==> config.mk <==
export PLATFORM = sky130hd
export DESIGN_NAME = seq_mult_nxn
export DESIGN_NICKNAME = d
export VERILOG_FILES = /design/src/rtl/seq_mult_nxn.sv
export SDC_FILE = /design/constraint.sdc
export NUM_CORES = 1
export LEC_CHECK = 0
export ABC_AREA = 1
export CAP_MARGIN = 20
export CELL_PAD_IN_SITES_DETAIL_PLACEMENT = 0
export CELL_PAD_IN_SITES_GLOBAL_PLACEMENT = 1
export CORE_ASPECT_RATIO = 0.7
export CORE_UTILIZATION = 35
export CTS_CLUSTER_DIAMETER = 100
export DETAILED_ROUTE_END_ITERATION = 12
export PLACE_DENSITY = 0.72
export SYNTH_ARGS = -nofsm -noshare
export SYNTH_HDL_FRONTEND = slang
export SYNTH_SLANG_ARGS = --single-unit
==> constraint.sdc <==
create_clock -name clk -period 5.52 [get_ports clk]
set_clock_uncertainty 0.05 [all_clocks]
set_input_delay 1.104 -clock clk [delete_from_list [all_inputs] [get_ports clk]]
set_output_delay 1.104 -clock clk [all_outputs]
set_load 0.05 [all_outputs]
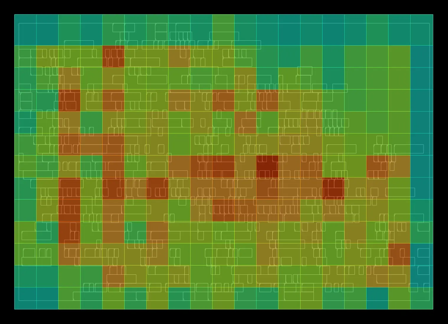
(run_1/congestion_map.png)
GRT busiest layer: met1
Avg WL per Cell: 14.3 µm
GRT Resource Usage Total: 0.186
met2 usage: 0.254
fin util: 0.426

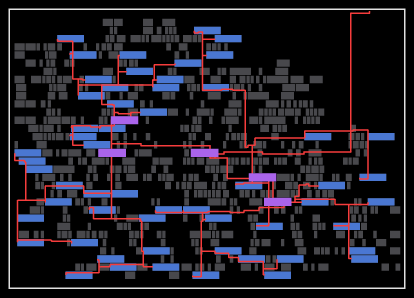
(run_1/clock_wires.png)
Scale: 3 px per µm.
Purple stands for clock-net drivers, count 5. Red stands for clock wires, length 885 µm. Blue stands for flip-flops, count 56.
Position of the flops: all over the die.
latest clock arrival within the worst-skew pair: 0.30 ns
P_clk: 334 µW
clock power share: 0.121

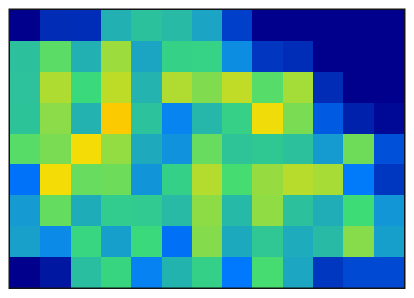
(run_1/util_map.png)
Scale: 3 px per µm. The die is cut into 13 by 9 equal tiles; dark blue is low, red is high, 0 to 100% covered.
The emptiest ninth of the die: top right. The fullest tile reaches 77%. The densest ninth of the die: left middle.
Core Region: 0.0112 mm²
Core Util at FP: 0.365

==> run summary, run 1 <==
status: finished, final reports clean
antenna cells: 0
Setup WS pre-CTS: 0.716 ns
CTS tree: built
row count: 32
max-capacitance violation count: 0
CP dominant cell by count: nand2_1
Die X-Extent: 131 µm
CP required: 5.69 ns
fmax: 208 MHz
max_slew headroom: 0.305
gpl congestion: 0.888
Max Root-Sink Buffers: 2
count of hold-fix buffers inserted at cts: 0
Via density: 5.05
Cell Pwr Density: 579 mW/mm²
routing usage on met3: 0.0307
Synth Flop Type: dfrtp_1
NumNets Final: 641
htree depth: 2
chip height: 92.5 µm
Mean Syn Cell Area: 7.46 µm²
Setup Crit Path Kind: reg -> reg
cell taking the most area after synthesis: dfrtp_1
R2R cell count: 21
Final ANT Viol Nets: 0
Cell area leaders: dfrtp_1 34%, nand2_1 11%, ha_1 9.5%, o21ai_0 5.7%, inv_1 5.3%
Buf+Inv Stages, Crit Path: 2
sequential area share after synthesis: 0.342
Hold WC Path Type: reg -> reg
Worst Hold Depth: 2
Post-Synthesis Cell Area: 0.00410 mm²
RSZ-0062 raised after global routing: false
die footprint: 0.0121 mm²
grt ovf: 0
Routed Wire Length: 10.5 mm
Period minus WS final: 4.81 ns
Worst path top cell family by delay: adder cells
DPL Wire Length: 8.31 mm
crit end category: register
Placed Instances: 731
first-pass GRT wire length: 18.0 mm
M1 GR Usage: 0.302
ys cells: 549
initial antenna violation count: 0
R2R Setup Slk: 0.71 ns
Peak VDD IR: 289 µV
flip-flops with a built-in enable: 0
share of cells above drive strength 1: 0.0512
startpoint types: register
most frequent cells in the layout: 115 x nand2_1, 58 x inv_1, 56 x nor2_1, 56 x dfrtp_1, 47 x o21ai_0
vias in the first global route: 3489
Worst-path clk slew: 0.08 ns
CP Max Fanout: 8
Via Count: 3735
Floorplan Nets: 605
setup_tns: 0 ns
Post-Synthesis Cells: 549
Initial DRC Count: 199
worst-path cell chain: nand2_1 > o21ai_0 > or2_2 > fa_1 > inv_1 > fa_1 > inv_1 > fa_1 > o21ai_0 > xnor2_1 > nand2_1 > o21ai_0 > nor2_1 > ha_1 > a21o_1 > a21oi_1 > nand2_1 > a21o_1 > nand2_1 > nand2_1 > o22ai_1
Commonest Layout Cell: nand2_1
IO Pins: 41
biggest cell delay along the critical path: 0.55 ns
Synth flops: 56
IO buf count: 40
Distinct cells, synth: 40
Lkg Pwr: 2.35 nW
tool warning count: 26
Num CTS Buffers: 5
largest net degree at the start of global routing: 57
critical-path cell with the highest stage delay: fa_1
Area Overhead vs Synth: 16.7%
fin. max-slew vios: 0
fin crit share: 0.872
DRC: 0
worst slew pin tran: 1.04 ns
yosys synthesis chip area: 0.00410 mm²
clk sink count: 56
YS warnings: 0
non-filler cells, final: 739
Setup Viol. Count Final: 0
post-CTS sizing: 0
Final Hold Fails: 0
WP data arrival: 4.99 ns
Pre-Repair DR Iteration Count: 5
FFs w/ async S/R, synth: 1.00
CTS root buffer: clkbuf_16
number of cells on the critical path: 21
post-route setup slack: 0.705 ns
Top cell area share: 0.342
Post-CTS Setup Inserts: 0
-- run 1: logic make-up after synthesis --
family / after synthesis / share of synthesized area
multiplexers: 6 / 0.0147
AND-OR/OR-AND: 122 / 0.165
XOR/XNOR: 19 / 0.0406
adder cells (fa/ha/maj): 36 / 0.119
AND/OR/NAND/NOR: 229 / 0.242
flip-flops: 56 / 0.342
other: 1 / 0.000915
buffers and inverters: 80 / 0.0761
-- run 1: worst register-to-register path: stages, from the launching register on --
cell,delay [ns]
dfrtp_1,0.48
nand2_1,0.10
o21ai_0,0.16
or2_2,0.35
fa_1,0.54
inv_1,0.06
fa_1,0.55
inv_1,0.06
fa_1,0.44
o21ai_0,0.22
xnor2_1,0.17
nand2_1,0.06
o21ai_0,0.11
nor2_1,0.08
ha_1,0.36
a21o_1,0.20
a21oi_1,0.12
nand2_1,0.16
a21o_1,0.21
nand2_1,0.06
nand2_1,0.05
o22ai_1,0.13
-- run 1: cell type report --
type                            instances  area [µm²]
Timing Repair Buffer                   42         410
Inverter                               67         251
Tap cell                              153         191
Multi-Input combinational cell        413        2380
Clock buffer                            6         129
Sequential cell                        56        1400
Clock inverter                          2        13.8
Fill cell                            1168        6430
-- run 1: report_power, final --
| group | switching [mW] | total [mW] | internal (mW) |
|---|---|---|---|
| Sequential | 0.129 | 0.670 | 0.541 |
| Combinational | 1.16 | 1.76 | 0.605 |
| Clock | 0.164 | 0.334 | 0.170 |
| Total | 1.45 | 2.77 | 1.32 |
-- run 1: Yosys cell counts, types with 2 or more instances --
| cell | number |
|---|---|
| nand3_2 | 2 |
| or2_2 | 4 |
| fa_1 | 5 |
| inv_1 | 58 |
| clkinv_1 | 3 |
| o21bai_1 | 4 |
| o22ai_1 | 8 |
| ha_1 | 31 |
| inv_2 | 6 |
| clkbuf_1 | 6 |
| xnor2_1 | 4 |
| nand2_1 | 115 |
| o211ai_1 | 2 |
| nand3_1 | 24 |
| dfrtp_1 | 56 |
| a21o_1 | 2 |
| o21ai_1 | 17 |
| nand4_1 | 9 |
| o31ai_1 | 5 |
| a21oi_1 | 28 |
| o21ai_0 | 47 |
| nor3_1 | 10 |
| nor3_2 | 3 |
| xor2_1 | 15 |
| mux2i_1 | 6 |
| a31oi_1 | 5 |
| nor2_1 | 56 |
| buf_2 | 6 |
-- run 1: metal layers --
metal  vias up  part of all wire
li1       1902                 -
met3         4             0.043
met4         0            0.0047
met5         -                 0
met1      1745              0.58
met2        84              0.37
-- run 1: metrics by stage --
| stage | power [mW] | area (µm²) | hold slack, ns |
|---|---|---|---|
| floorplan | 1.96 | 4100 | 0.398 |
| global placement | 2.42 | 4640 | 0.414 |
| detailed placement | 2.42 | 4640 | 0.415 |
| CTS | 2.77 | 4780 | 0.436 |
| global route | 3.03 | 4780 | 0.461 |
| finish | 2.77 | 4780 | 0.431 |
==> inputs of run 2 (changes only) <==
SLEW_MARGIN = 40   (was unset)
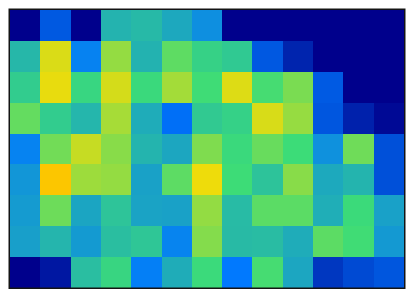
(run_2/util_map.png)
Scale: 3 px per µm. The die is cut into 13 by 9 equal tiles; dark blue is low, red is high, 0 to 100% covered.
The densest ninth of the die: left middle. 13% of the tiles are nearly empty. The fullest tile reaches 78%. The emptiest ninth of the die: top right. 0.90% of the tiles are over 75% full. The mean over all tiles is 38%.
fin util: 0.427

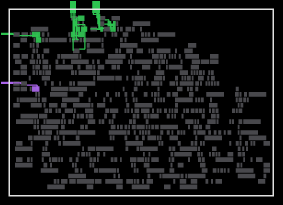
(run_2/port_trees.png)
Scale: 2 px per µm.
Green stands for datab, direction input, end cells 14, buffers 8, wire 161 µm. Purple stands for start, direction input, end cells 1, buffers 1, wire 12.1 µm.
IO buf count: 40
IO Pins: 41

==> run 2 against run 1 <==
Effect of this change: worst hold slack got worse by 0.0016 ns; register-to-register slack worse by 0.05 ns; core utilization rose by 0.089 points; via count is 0.29% lower; largest cell class unchanged.
==> run summary, run 2 <==
Distinct cells, synth: 40 (unchanged)
clk sink count: 56 (unchanged)
flip-flops with a built-in enable: 0 (unchanged)
Post-Synthesis Cell Area: 0.00410 mm² (unchanged)
Max Root-Sink Buffers: 2 (unchanged)
Synth flops: 56 (unchanged)
Routed Wire Length: 10.7 mm (was 10.5 mm)
first-pass GRT wire length: 17.9 mm (was 18.0 mm)
initial antenna violation count: 0 (unchanged)
crit end category: register (unchanged)
Setup Viol. Count Final: 0 (unchanged)
Lkg Pwr: 2.35 nW (about the same)
R2R Setup Slk: 0.65 ns (was 0.71 ns)
DPL Wire Length: 8.30 mm (was 8.31 mm)
ys cells: 549 (unchanged)
setup_tns: 0 ns (unchanged)
count of hold-fix buffers inserted at cts: 0 (unchanged)
RSZ-0062 raised after global routing: false (unchanged)
Synth Flop Type: dfrtp_1 (unchanged)
fin. max-slew vios: 0 (unchanged)
Period minus WS final: 4.87 ns (was 4.81 ns)
R2R cell count: 21 (unchanged)
die footprint: 0.0121 mm² (unchanged)
CP Max Fanout: 8 (unchanged)
Area Overhead vs Synth: 17.0% (was 16.7%)
Core Util at FP: 0.365 (unchanged)
Top cell area share: 0.342 (unchanged)
antenna cells: 0 (unchanged)
WP data arrival: 5.04 ns (was 4.99 ns)
Layout fillers: 1142 (was 1168)
Setup Crit Path Kind: reg -> reg (unchanged)
CTS tree: built (unchanged)
Die X-Extent: 131 µm (unchanged)
status: finished, final reports clean (unchanged)
FFs w/ async S/R, synth: 1.00 (unchanged)
Post-CTS Setup Inserts: 0 (unchanged)
grt ovf: 0 (unchanged)
sequential area share after synthesis: 0.342 (unchanged)
tool warning count: 26 (unchanged)
chip height: 92.5 µm (unchanged)
post-CTS sizing: 0 (unchanged)
largest net degree at the start of global routing: 57 (unchanged)
CTS root buffer: clkbuf_16 (unchanged)
max-capacitance violation count: 0 (unchanged)
Final Hold Fails: 0 (unchanged)
DRC: 0 (unchanged)
CP required: 5.69 ns (about the same)
Commonest Layout Cell: nand2_1 (unchanged)
vias in the first global route: 3375 (was 3489)
most instantiated library cell after synthesis: nand2_1 (unchanged)
Via Count: 3724 (was 3735)
startpoint types: register (unchanged)
gpl congestion: 0.888 (unchanged)
Cell area leaders: dfrtp_1 34%, nand2_1 11%, ha_1 9.5%, o21ai_0 5.7%, inv_1 5.3% (unchanged)
htree depth: 2 (unchanged)
YS warnings: 0 (unchanged)
Core Region: 0.0112 mm² (unchanged)
Pre-Repair DR Iteration Count: 5 (unchanged)
share of cells above drive strength 1: 0.0512 (unchanged)
Peak VDD IR: 270 µV (was 289 µV)
latest clock arrival within the worst-skew pair: 0.30 ns (about the same)
NumNets Final: 641 (unchanged)
Mean Syn Cell Area: 7.46 µm² (unchanged)
Post-Synthesis Cells: 549 (unchanged)
Final ANT Viol Nets: 0 (unchanged)
Num CTS Buffers: 5 (unchanged)
fmax: 206 MHz (was 208 MHz)
GRT Resource Usage Total: 0.185 (was 0.186)
Cell Pwr Density: 580 mW/mm² (was 579 mW/mm²)
Via density: 5.04 (was 5.05)
Floorplan Nets: 605 (unchanged)
Initial DRC Count: 193 (was 199)
Hold WC Path Type: reg -> reg (unchanged)
cell taking the most area after synthesis: dfrtp_1 (unchanged)
max_slew headroom: 0.584 (was 0.305)
Avg WL per Cell: 14.5 µm (was 14.3 µm)
row count: 32 (unchanged)
top cells by count: 115 x nand2_1, 58 x inv_1, 56 x dfrtp_1, 56 x nor2_1, 47 x o21ai_0 (unchanged)
fin crit share: 0.882 (was 0.872)
Worst-path clk slew: 0.08 ns (about the same)
most frequent cells in the layout: 115 x nand2_1, 58 x inv_1, 56 x nor2_1, 56 x dfrtp_1, 47 x o21ai_0 (unchanged)
Worst Hold Depth: 2 (unchanged)
yosys synthesis chip area: 0.00410 mm² (unchanged)
worst slew pin tran: 0.623 ns (was 1.04 ns)
[run 2: critical path, cell delays in order (launching register included)]
cell and delay [ns]:
dfrtp_1 0.49, nand2_1 0.10, o21ai_0 0.17, or2_2 0.36
fa_1 0.54, inv_1 0.06, fa_1 0.56, inv_1 0.06
fa_1 0.44, o21ai_0 0.22, xnor2_1 0.18, nand2_1 0.07
o21ai_0 0.10, nor2_1 0.08, ha_1 0.36, a21o_1 0.20
a21oi_1 0.12, nand2_1 0.18, a21o_1 0.22, nand2_1 0.06
nand2_1 0.05, o22ai_1 0.12
[run 2: kinds of logic (layout without fill, tap and decap cells)]
kind of cell               Yosys count  after routing  share of synthesized area
muxes                                6              6                     0.0147
buffers and inverters               80            117                     0.0761
adders and majority gates           36             36                      0.119
DFF                                 56             56                      0.342
other                                1              1                   0.000915
xor gates and xnor gates            19             19                     0.0406
and+or+nand+nor                    229            229                      0.242
AOI/OAI and AO/OA                  122            122                      0.165
[run 2: layout make-up]
type / instances / area, µm² / share of cell area
multi-input cells: 413 / 2390 / 0.499
flip-flops and latches: 56 / 1400 / 0.293
repair buffers: 42 / 414 / 0.0864
inverters: 67 / 251 / 0.0525
well taps: 153 / 191 / 0.0400
clock buffers: 6 / 129 / 0.0269
clock inverters: 2 / 13.8 / 0.00287
[run 2: through the flow]
stage                     instances  hold slack (ns)  area, µm²  power, mW  setup WS [ns]
after floorplan                 549            0.398       4100       1.96           1.09
after CTS                       739            0.436       4790       2.77          0.691
final                           739            0.429       4790       2.78          0.654
after global routing            739            0.461       4790       3.04          0.279
after detailed placement        731            0.415       4640       2.43          0.718
after global placement          731            0.414       4640       2.42          0.797
[run 2: power breakdown]
part | switching [mW] | internal [mW]
Sequential | 0.129 | 0.541
Clock | 0.166 | 0.170
Combinational | 1.16 | 0.607
Total | 1.46 | 1.32
[run 2: layer usage]
metal / vias to the layer above / wire, µm / track usage
li1: 1898 / - / -
met1: 1749 / 6370 / 0.305
met2: 73 / 3940 / 0.246
met3: 4 / 347 / 0.0263
met4: 0 / 63 / 0.0339
met5: - / 0 / 0
Power is estimated from default activity; no workload was simulated.
